$ cat src/rtl/adc_serial_responder.sv
// Serial-ADC slave stand-in: answers adc_cs/adc_clk with a zero-padded, MSB-first sample frame.
// Pin inputs are oversampled on clk and synchronized; all actions are taken on synced edges.
module adc_serial_responder #(
  parameter int ZERO_BITS   = 3,
  parameter int DATA_BITS   = 8,
  parameter int TRAIL_BITS  = 4,
  parameter int SYNC_STAGES = 2
) (
  input  logic                 clk,
  input  logic                 reset,
  input  logic                 adc_cs,
  input  logic                 adc_clk,
  output logic                 adc_so,
  output logic                 adc_so_oe,
  input  logic [DATA_BITS-1:0] sample_in,
  output logic                 conv_start,
  output logic                 conv_done,
  output logic                 frame_err,
  output logic [15:0]          frame_count
);

  // state | meaning
  // IDLE  | no frame; adc_so=0, oe=0, waiting for synced cs falling edge
  // SHIFT | frame active; each synced adc_clk fall advances one bit
  // DONE  | all bits sent; drive 0 until cs released

  localparam int N  = ZERO_BITS + DATA_BITS + TRAIL_BITS;
  localparam int CW = $clog2(N + 1);
  localparam int SW = $clog2(SYNC_STAGES + 2);
  localparam logic [CW-1:0] N_LAST = CW'(N);
  localparam logic [SW-1:0] SETTLE = SW'(SYNC_STAGES + 1);

  typedef enum logic [1:0] {IDLE, SHIFT, DONE} state_t;

  state_t               state, state_n;
  logic [N-1:0]         shreg, shreg_n;
  logic [CW-1:0]        bitcnt, bitcnt_n;
  logic                 so_n, oe_n, start_n, done_n, err_n;
  logic [15:0]          count_n;

  logic [SYNC_STAGES-1:0] cs_sync, clk_sync;
  logic                   cs_d, clk_d;
  logic                   cs_s, clk_s;
  logic [SW-1:0]          settle_cnt;
  logic                   armed;

  always_ff @(posedge clk or posedge reset) begin
    if (reset) begin
      cs_sync  <= '1;
      clk_sync <= '1;
      cs_d     <= 1'b1;
      clk_d    <= 1'b1;
    end else begin
      cs_sync  <= {cs_sync[SYNC_STAGES-2:0], adc_cs};
      clk_sync <= {clk_sync[SYNC_STAGES-2:0], adc_clk};
      cs_d     <= cs_s;
      clk_d    <= clk_s;
    end
  end

  assign cs_s  = cs_sync[SYNC_STAGES-1];
  assign clk_s = clk_sync[SYNC_STAGES-1];

  // A cs held low through reset must not start a frame: only arm once the
  // chain has flushed and cs has actually been seen high.
  always_ff @(posedge clk or posedge reset) begin
    if (reset) begin
      settle_cnt <= SETTLE;
      armed      <= 1'b0;
    end else if (settle_cnt != '0) begin
      settle_cnt <= settle_cnt - 1'b1;
    end else if (cs_s) begin
      armed <= 1'b1;
    end
  end

  logic          cs_fall, cs_rise, clk_fall;
  logic [N-1:0]  load_val, shifted;
  logic [CW-1:0] bitcnt_inc;

  assign cs_fall    = armed & cs_d & ~cs_s;
  assign cs_rise    = ~cs_d & cs_s;
  assign clk_fall   = clk_d & ~clk_s & ~cs_s;
  assign load_val   = N'(sample_in) << TRAIL_BITS;
  assign shifted    = shreg << 1;
  assign bitcnt_inc = bitcnt + 1'b1;

  always_comb begin
    state_n  = state;
    shreg_n  = shreg;
    bitcnt_n = bitcnt;
    so_n     = adc_so;
    oe_n     = adc_so_oe;
    start_n  = 1'b0;
    done_n   = 1'b0;
    err_n    = 1'b0;
    count_n  = frame_count;
    case (state)
      IDLE: begin
        so_n = 1'b0;
        oe_n = 1'b0;
        if (cs_fall) begin
          shreg_n  = load_val;
          bitcnt_n = '0;
          start_n  = 1'b1;
          oe_n     = 1'b1;
          so_n     = load_val[N-1];
          state_n  = SHIFT;
        end
      end
      SHIFT: begin
        // cs release wins over a coincident clock fall
        if (cs_rise) begin
          err_n   = 1'b1;
          oe_n    = 1'b0;
          so_n    = 1'b0;
          state_n = IDLE;
        end else if (clk_fall) begin
          shreg_n  = shifted;
          bitcnt_n = bitcnt_inc;
          if (bitcnt_inc == N_LAST) begin
            so_n    = 1'b0;
            done_n  = 1'b1;
            count_n = frame_count + 16'd1;
            state_n = DONE;
          end else begin
            so_n = shifted[N-1];
          end
        end
      end
      DONE: begin
        so_n = 1'b0;
        if (cs_rise) begin
          oe_n    = 1'b0;
          state_n = IDLE;
        end
      end
      default: begin
        so_n    = 1'b0;
        oe_n    = 1'b0;
        state_n = IDLE;
      end
    endcase
  end

  always_ff @(posedge clk or posedge reset) begin
    if (reset) begin
      state       <= IDLE;
      shreg       <= '0;
      bitcnt      <= '0;
      adc_so      <= 1'b0;
      adc_so_oe   <= 1'b0;
      conv_start  <= 1'b0;
      conv_done   <= 1'b0;
      frame_err   <= 1'b0;
      frame_count <= 16'd0;
    end else begin
      state       <= state_n;
      shreg       <= shreg_n;
      bitcnt      <= bitcnt_n;
      adc_so      <= so_n;
      adc_so_oe   <= oe_n;
      conv_start  <= start_n;
      conv_done   <= done_n;
      frame_err   <= err_n;
      frame_count <= count_n;
    end
  end

endmodule

$ cat config.mk
export PLATFORM = sky130hd
export DESIGN_NAME = adc_serial_responder
export DESIGN_NICKNAME = d
export VERILOG_FILES = /design/src/rtl/adc_serial_responder.sv
export SDC_FILE = /design/constraint.sdc
export NUM_CORES = 1
export LEC_CHECK = 0
export ABC_AREA = 1
export CELL_PAD_IN_SITES_DETAIL_PLACEMENT = 0
export CELL_PAD_IN_SITES_GLOBAL_PLACEMENT = 1
export CORE_MARGIN = 2
export CORE_UTILIZATION = 43
export DETAILED_ROUTE_END_ITERATION = 8
export PLACE_DENSITY_LB_ADDON = 0.3
export SYNTH_ARGS = -nofsm -noshare
export SYNTH_HDL_FRONTEND = slang
export SYNTH_SLANG_ARGS = --single-unit
$ cat constraint.sdc
create_clock -name clk -period 4.1 [get_ports clk]
set_input_delay 0.82 -clock clk [delete_from_list [all_inputs] [get_ports clk]]
set_output_delay 0.82 -clock clk [all_outputs]
set_load 0.02 [all_outputs]
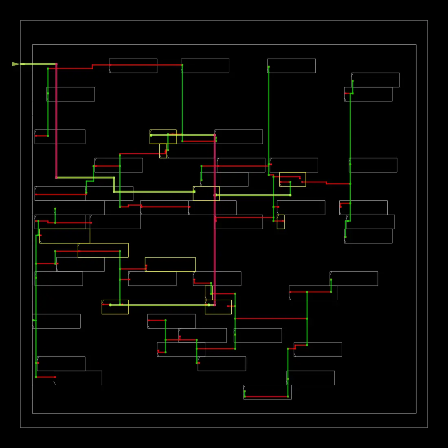
clock_nets.png
P_clk: 0.266 mW
Final Skew: 0.0104 ns
Num CTS Buffers: 5
Num Clock Sinks: 46
clk latency late pin: 0.30 ns

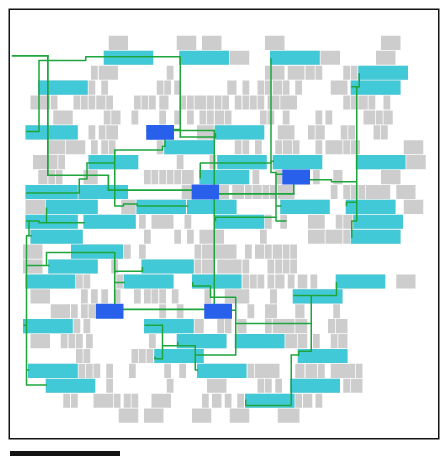
clock_wires.png
Scale bar: 20 microns.
Cyan shows flip-flops, count 46. Green shows clock wires, length 576 microns. Blue shows clock-net drivers, count 5.
There are 6 routed clock nets.

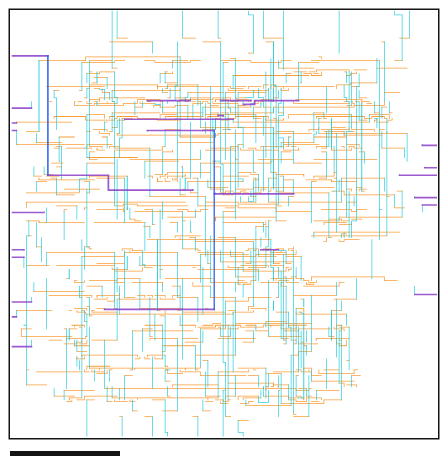
layers.png
Scale bar: 20 microns.
Blue shows M4, wire length 54.4 microns. Purple shows M3, wire length 174 microns. Cyan shows M2, wire length 1920 microns. Orange shows M1, wire length 2480 microns.
DR vias: 1894
GR Util All Layers: 16.3%

==> notes.md <==
fresh numbers from the pnr run: outcome=complete, no violations, peak supply drop=0.000310 V, yosys cell count=298, CORE AREA=5200 sq um, initial antenna violation count=0, Die Area=6100 sq um, relative slew slack=37.5%, H-tree Lvls=2, reg2reg start=state[1], max layer used=met4, DRT antenna net count=0, pin count of the biggest net entering global routing=47, Iter 0 DRT Violations=113, Hold Path Cell Cnt=0, tool warnings=29, Via density=4.70, CP max stage delay=0.65 ns, Req. time, crit path=3.28 ns, pwr dens=433 nW/um^2, measured slew at the worst slew-check pin=0.935 ns, drt drc=0, Ant. Diodes=0, Comb/total area=37.2%, Non-clock buffers, area share=11.4%, critical path's top delay family=buffers and inverters, Largest area class, layout=registers, Max Freq=442 MHz, setup TNS=0 ns, Crit Reg-Reg Endpoint=frame_count[12], max-slew violations=0, grt peak-use layer=met1, Clock buf/inv share=2.85%, Buffers, non-clock=32, Flops=46, Synth logic family=simple AND/OR/NAND/NOR gates, CP max FO=7, most frequent cells in the layout=nand2_1, dfrtp_1, clkdlybuf4s50_1, inv_1, nor2_1, CP cell instances=clkdlybuf4s50_1, met3 usage=3.79%, fillers=506, number of max-cap violations=0, CTS tree=built, setup violators final=0, final RePlAce weighted congestion=0.849, CP arrival=1.44 ns, WP buf/inv=1, synthesized area=2360 sq um, mux share=0.477%, Met3 Wirelength=174 microns, vias in the first global route=1620, Rows=26, Inverters=29, hold worst-path end=clk_sync[1], Simple-Gate Fraction of Synth Area=32.0%, GRT met1 Usage=25.1%, ao+oa area frac=4.72%, layout cells sized above 1=8.41%, Clock Path Buffers=2, post-CTS sizing=0, post-synthesis adder-cell area fraction=3.71%, worst reg2reg path depth=8, Warnings, synthesis=0, RSZ-0062 raised after global routing=false, Met1 Wirelength=2.48 mm, FP Core Util=45.3%, Final Critical Period=2.26 ns, Routed WL=4.63 mm, hold path startpoint=clk_sync[0], final hold vios=0, Tcrit/Tclk final=55.1%, iteration count of the initial detailed-routing pass=5, Comb area=1040 sq um, HPWL after detailed placement=3.27 mm, worst hold path class=reg2reg, synthesized net count=317, Root Driver=clkbuf_8, ys flops=46, Setup crit end kind=primary output, Worst Path Class, Setup=reg2out, Mapped Cells=298, Worst setup SP type=flop, Post-Layout Inst Area=2810 sq um, combinational gates=218, placed cell areas=2730 sq um, clkbuf count=8, WL/cell=11.5 microns, Commonest Layout Cell=nand2_1, M2 GR Usage=22.9%, I/O pins=33, final-stage net count=351, Worst R2R Setup Slack=2.04 ns, YS chip area=2360 sq um, Syn Area/Cell=7.92 sq um, Post-CTS Setup Bufs=0, Unique masters post-synth=27, Seq share, synth=49.2%, met2 WL post-DR=1.92 mm, Leak Pwr=1.27 nW, xor+xnor area frac=3.34%, GR Overflow Total=0, CTS clock-pin slew for the worst setup and hold paths=0.08 ns, global-route wire length before repair=7.82 mm, Area Overhead vs Synth=18.9%, Tapcells=70, hold bufs inserted after CTS=0, Worst path slowest cell=clkdlybuf4s50_1
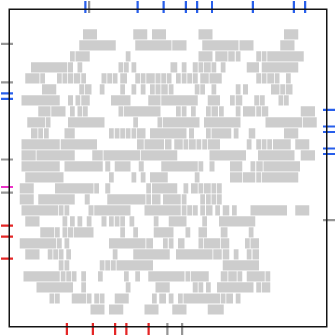
pinout.png
Pins as bars across the die edge, other pins in grey.
Red shows `sample_in`, pins 8, direction input, edge 5 south, 3 west. Magenta shows `adc_cs`, pins 1, direction input, edge west. Blue shows `frame_count`, pins 16, direction output, edge 9 north, 5 east, 2 west.
port buffer count: 32
Chip Width: 78.1 microns
Die Y: 78.1 microns

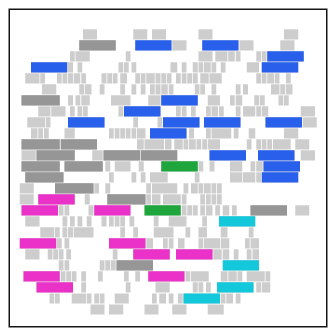
ff_map.png
Cyan shows `bitcnt`, sequential cells 4. Green shows `state`, sequential cells 2. Blue shows `frame_count`, sequential cells 16. Magenta shows `shreg`, sequential cells 10.
Another 14 sequential cells are not coloured.
FF+latch area: 1160 sq um
Power Sequential: 0.576 mW
sequential share of cell area: 41.4%
Final Util: 53.9%

==> report_power, final <==
group | switching [mW] | leakage, nW | internal, mW | total [mW]
registers | 0.0458 | 0.593 | 0.530 | 0.576
clock network | 0.145 | 0.0395 | 0.121 | 0.266
logic | 0.248 | 0.635 | 0.126 | 0.375
total | 0.439 | 1.27 | 0.777 | 1.22
==> state kept, by name, indices dropped and copies added (netlist names), 2 cells and up <==
register	cells
bitcnt	4
state	2
frame_count	16
shreg	10
cs_sync	2
clk_sync	2
settle_cnt	2
==> through the flow <==
| stage | hold slack [ns] | total power [mW] | std cells | utilization [%] | setup WS, ns |
|---|---|---|---|---|---|
| global placement | 0.346 | 0.962 | 395 | 52.4 | 2.04 |
| finish | 0.357 | 1.22 | 403 | 53.9 | 1.84 |
| detailed placement | 0.347 | 0.967 | 395 | 52.4 | 2.03 |
| global route | 0.366 | 1.32 | 403 | 53.9 | 1.78 |
| CTS | 0.358 | 1.23 | 403 | 53.9 | 1.82 |
| floorplan | 0.345 | 0.875 | 298 | - | 2.21 |
==> Yosys cell counts, drive strengths merged <==
library cell  instances  share of area (%)
xor2                  5                1.9
mux2                  1               0.48
ha                    7                3.7
nand3b                1               0.32
dfstp                 8                8.9
clkbuf                2               0.32
nand2               134                 22
nand4                 9                2.4
a21o                  1               0.32
buf                   3                1.4
inv                  29                4.8
nor2                 24                4.2
dfrtp                38                 40
nand3                12                3.1
xnor2                 4                1.5
o21ai                20                4.4
==> how the worst max path moves through the flow <==
stage                   start         endpoint  depth (start not counted)
6_report       frame_count[2]   frame_count[2]                          1
4_1_cts        frame_count[2]   frame_count[2]                          1
3_3_place_gp            reset        bitcnt[2]                          2
3_5_place_dp         state[1]  frame_count[12]                          7
2_1_floorplan           reset           adc_so                          1
5_1_grt        frame_count[2]   frame_count[2]                          1
No activity file was given, so power comes from the tool's default toggle rates.
